===== config.mk =====
export PLATFORM = sky130hd
export DESIGN_NAME = divider_16bit_arbiter_flat
export DESIGN_NICKNAME = d
export VERILOG_FILES = /design/src/rtl/divider_16bit_arbiter_if.sv /design/src/rtl/divider_16bit_arbiter.sv /design/src/flat_wrapper.sv
export SDC_FILE = /design/constraint.sdc
export NUM_CORES = 1
export LEC_CHECK = 0
export CAP_MARGIN = 5
export CORE_ASPECT_RATIO = 0.5
export CORE_MARGIN = 2
export CORE_UTILIZATION = 44
export DETAILED_ROUTE_END_ITERATION = 10
export GPL_TIMING_DRIVEN = 0
export PLACE_DENSITY = 0.78
export SYNTH_ARGS = -nofsm -noshare
export SYNTH_HDL_FRONTEND = slang
export SYNTH_SLANG_ARGS = --single-unit

===== constraint.sdc =====
create_clock -name clk -period 3.98 [get_ports clk]
set_input_delay 1.194 -clock clk [delete_from_list [all_inputs] [get_ports clk]]
set_output_delay 1.194 -clock clk [all_outputs]
set_load 0.01 [all_outputs]

===== src/rtl/divider_16bit_arbiter_if.sv =====
// Request/response bundle for the shared 16/8 divider.
// master: client side (drives requests, consumes responses); slave: divider.
interface divider_16bit_arbiter_if #(
    parameter int NREQ = 4,
    parameter int ID_W = 2
);
    logic [NREQ-1:0]    req_valid;
    logic [NREQ-1:0]    req_ready;
    logic [NREQ*16-1:0] req_a;
    logic [NREQ*8-1:0]  req_b;
    logic               rsp_valid;
    logic               rsp_ready;
    logic [ID_W-1:0]    rsp_id;
    logic [15:0]        result;
    logic [15:0]        odd;
    logic               div_zero;
    logic               busy;

    modport master (
        output req_valid, req_a, req_b, rsp_ready,
        input  req_ready, rsp_valid, rsp_id,
        input  result, odd, div_zero, busy
    );

    modport slave (
        input  req_valid, req_a, req_b, rsp_ready,
        output req_ready, rsp_valid, rsp_id,
        output result, odd, div_zero, busy
    );
endinterface


===== src/rtl/divider_16bit_arbiter.sv =====
// Round-robin shared iterative restoring divider, 16/8 unsigned, 1 bit/clk.
// Ports: clk, rst (async, active high), bus (slave modport: req/rsp handshakes).
module divider_16bit_arbiter #(
    parameter int NREQ = 4,
    parameter int ID_W = 2
) (
    input  logic                    clk,
    input  logic                    rst,
    divider_16bit_arbiter_if.slave  bus
);
    localparam int PW = (NREQ > 1) ? $clog2(NREQ) : 1;

    typedef enum logic [1:0] {IDLE, BUSY, DONE} state_t;

    state_t          state;
    logic [PW-1:0]   rr_ptr;
    logic [PW-1:0]   grant;
    logic            found;
    logic [15:0]     rem;
    logic [15:0]     quo;
    logic [7:0]      b_q;
    logic [3:0]      cnt;
    logic [ID_W-1:0] id_q;
    logic [15:0]     a_sel;
    logic [7:0]      b_sel;
    logic [15:0]     sh;
    logic [16:0]     diff;
    logic [15:0]     rem_nx;
    logic [15:0]     quo_nx;
    int              j;

    // First valid requester at or after rr_ptr, wrapping.
    always_comb begin
        grant = '0;
        found = 1'b0;
        j     = 0;
        for (int k = 0; k < NREQ; k++) begin
            j = int'(rr_ptr) + k;
            if (j >= NREQ)
                j = j - NREQ;
            if (!found && bus.req_valid[j]) begin
                grant = PW'(j);
                found = 1'b1;
            end
        end
    end

    always_comb begin
        bus.req_ready = '0;
        if (state == IDLE && found)
            bus.req_ready[grant] = 1'b1;
    end

    assign a_sel = bus.req_a[16*grant +: 16];
    assign b_sel = bus.req_b[8*grant +: 8];
    assign bus.busy = (state != IDLE);

    // One restoring step; sign bit of the 17-bit difference decides.
    assign sh     = {rem[14:0], quo[15]};
    assign diff   = {1'b0, sh} - {9'b0, b_q};
    assign rem_nx = diff[16] ? sh : diff[15:0];
    assign quo_nx = {quo[14:0], ~diff[16]};

    always_ff @(posedge clk or posedge rst) begin
        if (rst) begin
            state        <= IDLE;
            rr_ptr       <= '0;
            rem          <= '0;
            quo          <= '0;
            b_q          <= '0;
            cnt          <= '0;
            id_q         <= '0;
            bus.rsp_valid <= 1'b0;
            bus.rsp_id   <= '0;
            bus.result   <= '0;
            bus.odd      <= '0;
            bus.div_zero <= 1'b0;
        end else begin
            unique case (state)
                IDLE: begin
                    if (found) begin
                        quo    <= a_sel;
                        b_q    <= b_sel;
                        rem    <= '0;
                        cnt    <= '0;
                        id_q   <= ID_W'(grant);
                        rr_ptr <= (grant == PW'(NREQ - 1)) ?
                                  '0 : grant + 1'b1;
                        state  <= (b_sel == 8'd0) ? DONE : BUSY;
                    end
                end
                BUSY: begin
                    rem <= rem_nx;
                    quo <= quo_nx;
                    cnt <= cnt + 4'd1;
                    if (cnt == 4'd15) begin
                        bus.result    <= quo_nx;
                        bus.odd       <= rem_nx;
                        bus.rsp_id    <= id_q;
                        bus.div_zero  <= 1'b0;
                        bus.rsp_valid <= 1'b1;
                        state         <= DONE;
                    end
                end
                DONE: begin
                    // Entered with rsp_valid low only on divide-by-zero:
                    // publish the saturated result one cycle after accept.
                    if (!bus.rsp_valid) begin
                        bus.result    <= 16'hFFFF;
                        bus.odd       <= quo;
                        bus.rsp_id    <= id_q;
                        bus.div_zero  <= 1'b1;
                        bus.rsp_valid <= 1'b1;
                    end else if (bus.rsp_ready) begin
                        bus.rsp_valid <= 1'b0;
                        state         <= IDLE;
                    end
                end
                default: state <= IDLE;
            endcase
        end
    end
endmodule

===== src/flat_wrapper.sv =====
// flat-port wrapper written by rule: the top's interface ports become plain ports
module divider_16bit_arbiter_flat 
#(
    parameter int NREQ = 4,
    parameter int ID_W = 2
)
  (clk, rst, bus_req_valid, bus_req_a, bus_req_b, bus_rsp_ready, bus_req_ready, bus_rsp_valid, bus_rsp_id, bus_result, bus_odd, bus_div_zero, bus_busy);
  divider_16bit_arbiter_if #(.NREQ(NREQ), .ID_W(ID_W)) bus_i ();
  input  logic clk;
  input  logic rst;
  input wire logic [$bits(bus_i.req_valid)-1:0] bus_req_valid;
  input wire logic [$bits(bus_i.req_a)-1:0] bus_req_a;
  input wire logic [$bits(bus_i.req_b)-1:0] bus_req_b;
  input wire logic [$bits(bus_i.rsp_ready)-1:0] bus_rsp_ready;
  output wire logic [$bits(bus_i.req_ready)-1:0] bus_req_ready;
  output wire logic [$bits(bus_i.rsp_valid)-1:0] bus_rsp_valid;
  output wire logic [$bits(bus_i.rsp_id)-1:0] bus_rsp_id;
  output wire logic [$bits(bus_i.result)-1:0] bus_result;
  output wire logic [$bits(bus_i.odd)-1:0] bus_odd;
  output wire logic [$bits(bus_i.div_zero)-1:0] bus_div_zero;
  output wire logic [$bits(bus_i.busy)-1:0] bus_busy;
  assign bus_i.req_valid = bus_req_valid;
  assign bus_i.req_a = bus_req_a;
  assign bus_i.req_b = bus_req_b;
  assign bus_i.rsp_ready = bus_rsp_ready;
  assign bus_req_ready = bus_i.req_ready;
  assign bus_rsp_valid = bus_i.rsp_valid;
  assign bus_rsp_id = bus_i.rsp_id;
  assign bus_result = bus_i.result;
  assign bus_odd = bus_i.odd;
  assign bus_div_zero = bus_i.div_zero;
  assign bus_busy = bus_i.busy;
  divider_16bit_arbiter #(.NREQ(NREQ), .ID_W(ID_W)) u_core (.clk(clk), .rst(rst), .bus(bus_i));
endmodule

==> images/met1.png <==
Scale bar: 50 um. Supply wires on this layer in grey. Cells faint in the background.
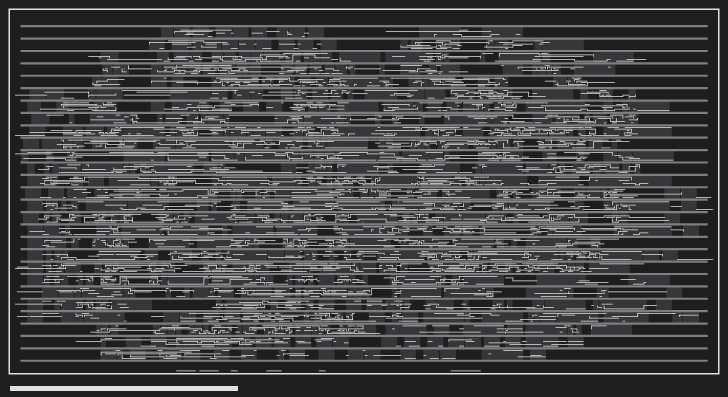
- share of all routed wire: 44%
- longest straight run: 62.3 um
- nets with wire on the layer: 812
- wire length on this layer: 7,330 um
- main direction: horizontal

==> images/final_congestion.png <==
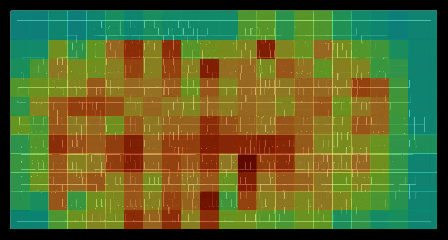
total routing resource utilization after global routing: 27.1%
post-DR wirelength/cell: 17.8 um
global routing usage on met2: 43.8%
GR Util met3: 7.06%

==> images/drive_strength.png <==
Scale bar: 50 um.
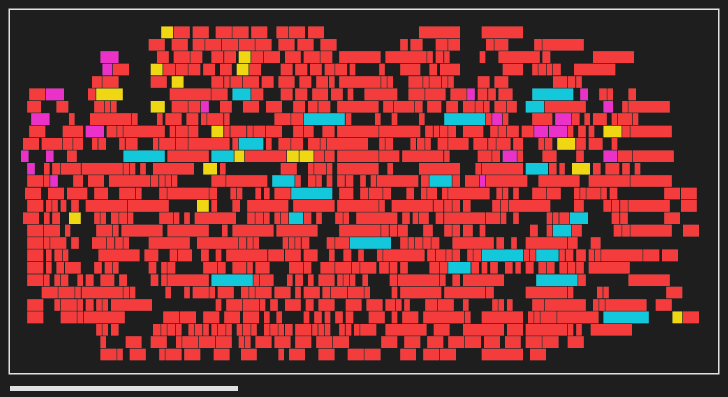
- drive 1 or less: red (cells 723)
- drive 3 to 4: yellow (cells 18)
- drive 6 and up: cyan (cells 22)
- drive 2: magenta (cells 20)

==> images/zoom.png <==
Scale bar: 10 um. Region (58, 4) to (98, 44) um. Cells in grey, sequential cells in the stronger grey; small squares are vias.
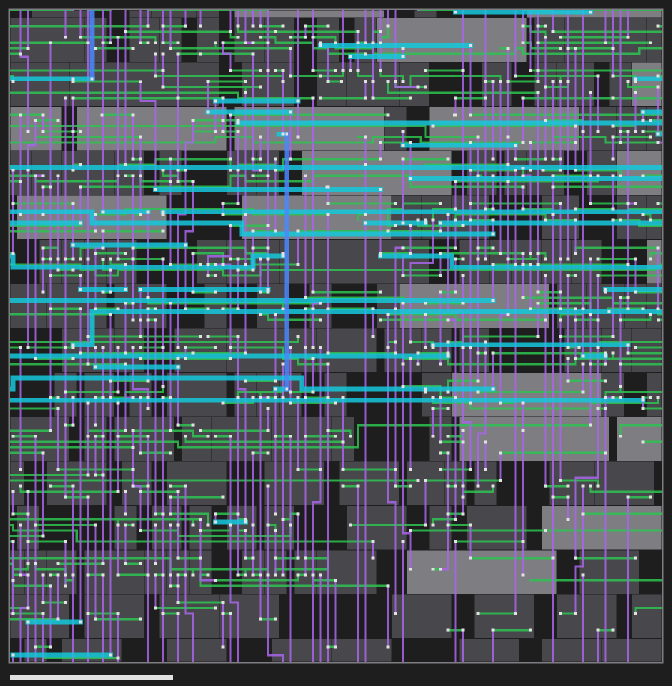
- met1: green
- met2: purple
- met4: blue
- met3: cyan
- sequential cells in the window: 12
- netlist names of flops here include: `u_core.bus.odd` (5), `u_core.quo` (4), `u_core.bus.result` (2)
- most frequent: clkdlybuf4s50_1 (35), nand2_1 (34), o21ai_0 (14)
- cells with their middle in the window: 154

==> images/met2.png <==
Scale bar: 50 um. Cells faint in the background.
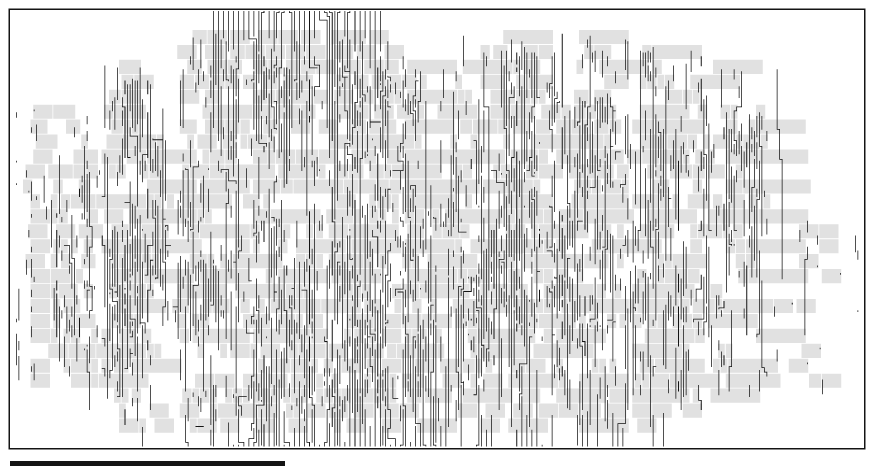
- longest straight run: 43.9 um
- wire length on this layer: 7,690 um

==> impl_metrics.xml <==
<?xml version="1.0" encoding="UTF-8"?>
<metrics>
  <group name="run_status">
    <metric name="result_of_the_run" unit="">complete, no violations</metric>
  </group>
  <group name="final_timing">
    <metric name="unrepaired_setup_endpoints_after_global_routing" unit="">false</metric>
    <metric name="final_max_slew_viol_count" unit="">0</metric>
    <metric name="timing.fmax" unit="MHz">258</metric>
    <metric name="tns" unit="ps">0</metric>
    <metric name="worst_slack" unit="ps">101</metric>
  </group>
  <group name="placed_design">
    <metric name="dp_worst_setup_slack" unit="ps">-1490</metric>
    <metric name="post-place-cells" unit="">908</metric>
    <metric name="dpl_cell_area" unit="um2">6690</metric>
  </group>
  <group name="power_and_ir_drop">
    <metric name="fin_total_pwr" unit="uW">5330</metric>
    <metric name="power.leakage" unit="uW">0.00307</metric>
    <metric name="portion_of_total_power_attributed_to_the_clock_network" unit="%">16.0</metric>
    <metric name="clockNetworkPower" unit="uW">856</metric>
  </group>
  <group name="min_path">
    <metric name="hold_class" unit="">reg2reg</metric>
  </group>
  <group name="setup_path">
    <metric name="worstPathCellList" unit="">clkdlybuf4s15_2, nor2b_1, a221o_1, and2_4, buf_8, ha_1, and3_1, buf_2</metric>
    <metric name="critical_path.reg2reg.endpoint" unit="">u_core.bus.odd[2]$_DFFE_PP0P_</metric>
    <metric name="crit_start" unit="">bus_req_valid[2]</metric>
  </group>
  <group name="yosys">
    <metric name="synth-compound-area-share" unit="%">23.9</metric>
    <metric name="synth_dominant_cell_count" unit="">sky130_fd_sc_hd__nand2_1</metric>
    <metric name="xor_area_share" unit="%">1.91</metric>
    <metric name="synth.lib_cells_used.distinct" unit="">58</metric>
    <metric name="yosysSeqAreaShare" unit="%">42.2</metric>
    <metric name="max_area_cell_share" unit="%">42.2</metric>
    <metric name="synth.area.mux_share" unit="%">0.818</metric>
  </group>
  <group name="route">
    <metric name="drt-pass1-iter-count" unit="">5</metric>
    <metric name="top_layer" unit="">met4</metric>
  </group>
  <group name="floorplan">
    <metric name="chipHeight" unit="um">79.7</metric>
  </group>
  <group name="clocking">
    <metric name="clock_insertion_delay_worst_skew" unit="ps">350</metric>
  </group>
  <group name="layout">
    <metric name="fillers" unit="">974</metric>
  </group>
</metrics>
## sequential cells by signal, indices dropped and copies added, names as in the netlist
name	cells
u_core.quo	16
u_core.cnt	4
u_core.bus.rsp_id	2
u_core.rr_ptr	2
u_core.bus.odd	16
u_core.bus.result	16
u_core.state	2
u_core.bus.rsp_valid	1
u_core.id_q	2
u_core.b_q	8
u_core.rem	15
u_core.bus.div_zero	1
## per-layer routing
metal | vias to the layer above | global-route usage (%)
met3 | 13 | 7.06
met4 | 0 | 5.87
met5 | - | 0
li1 | 2513 | -
met2 | 192 | 43.8
met1 | 2574 | 37.0
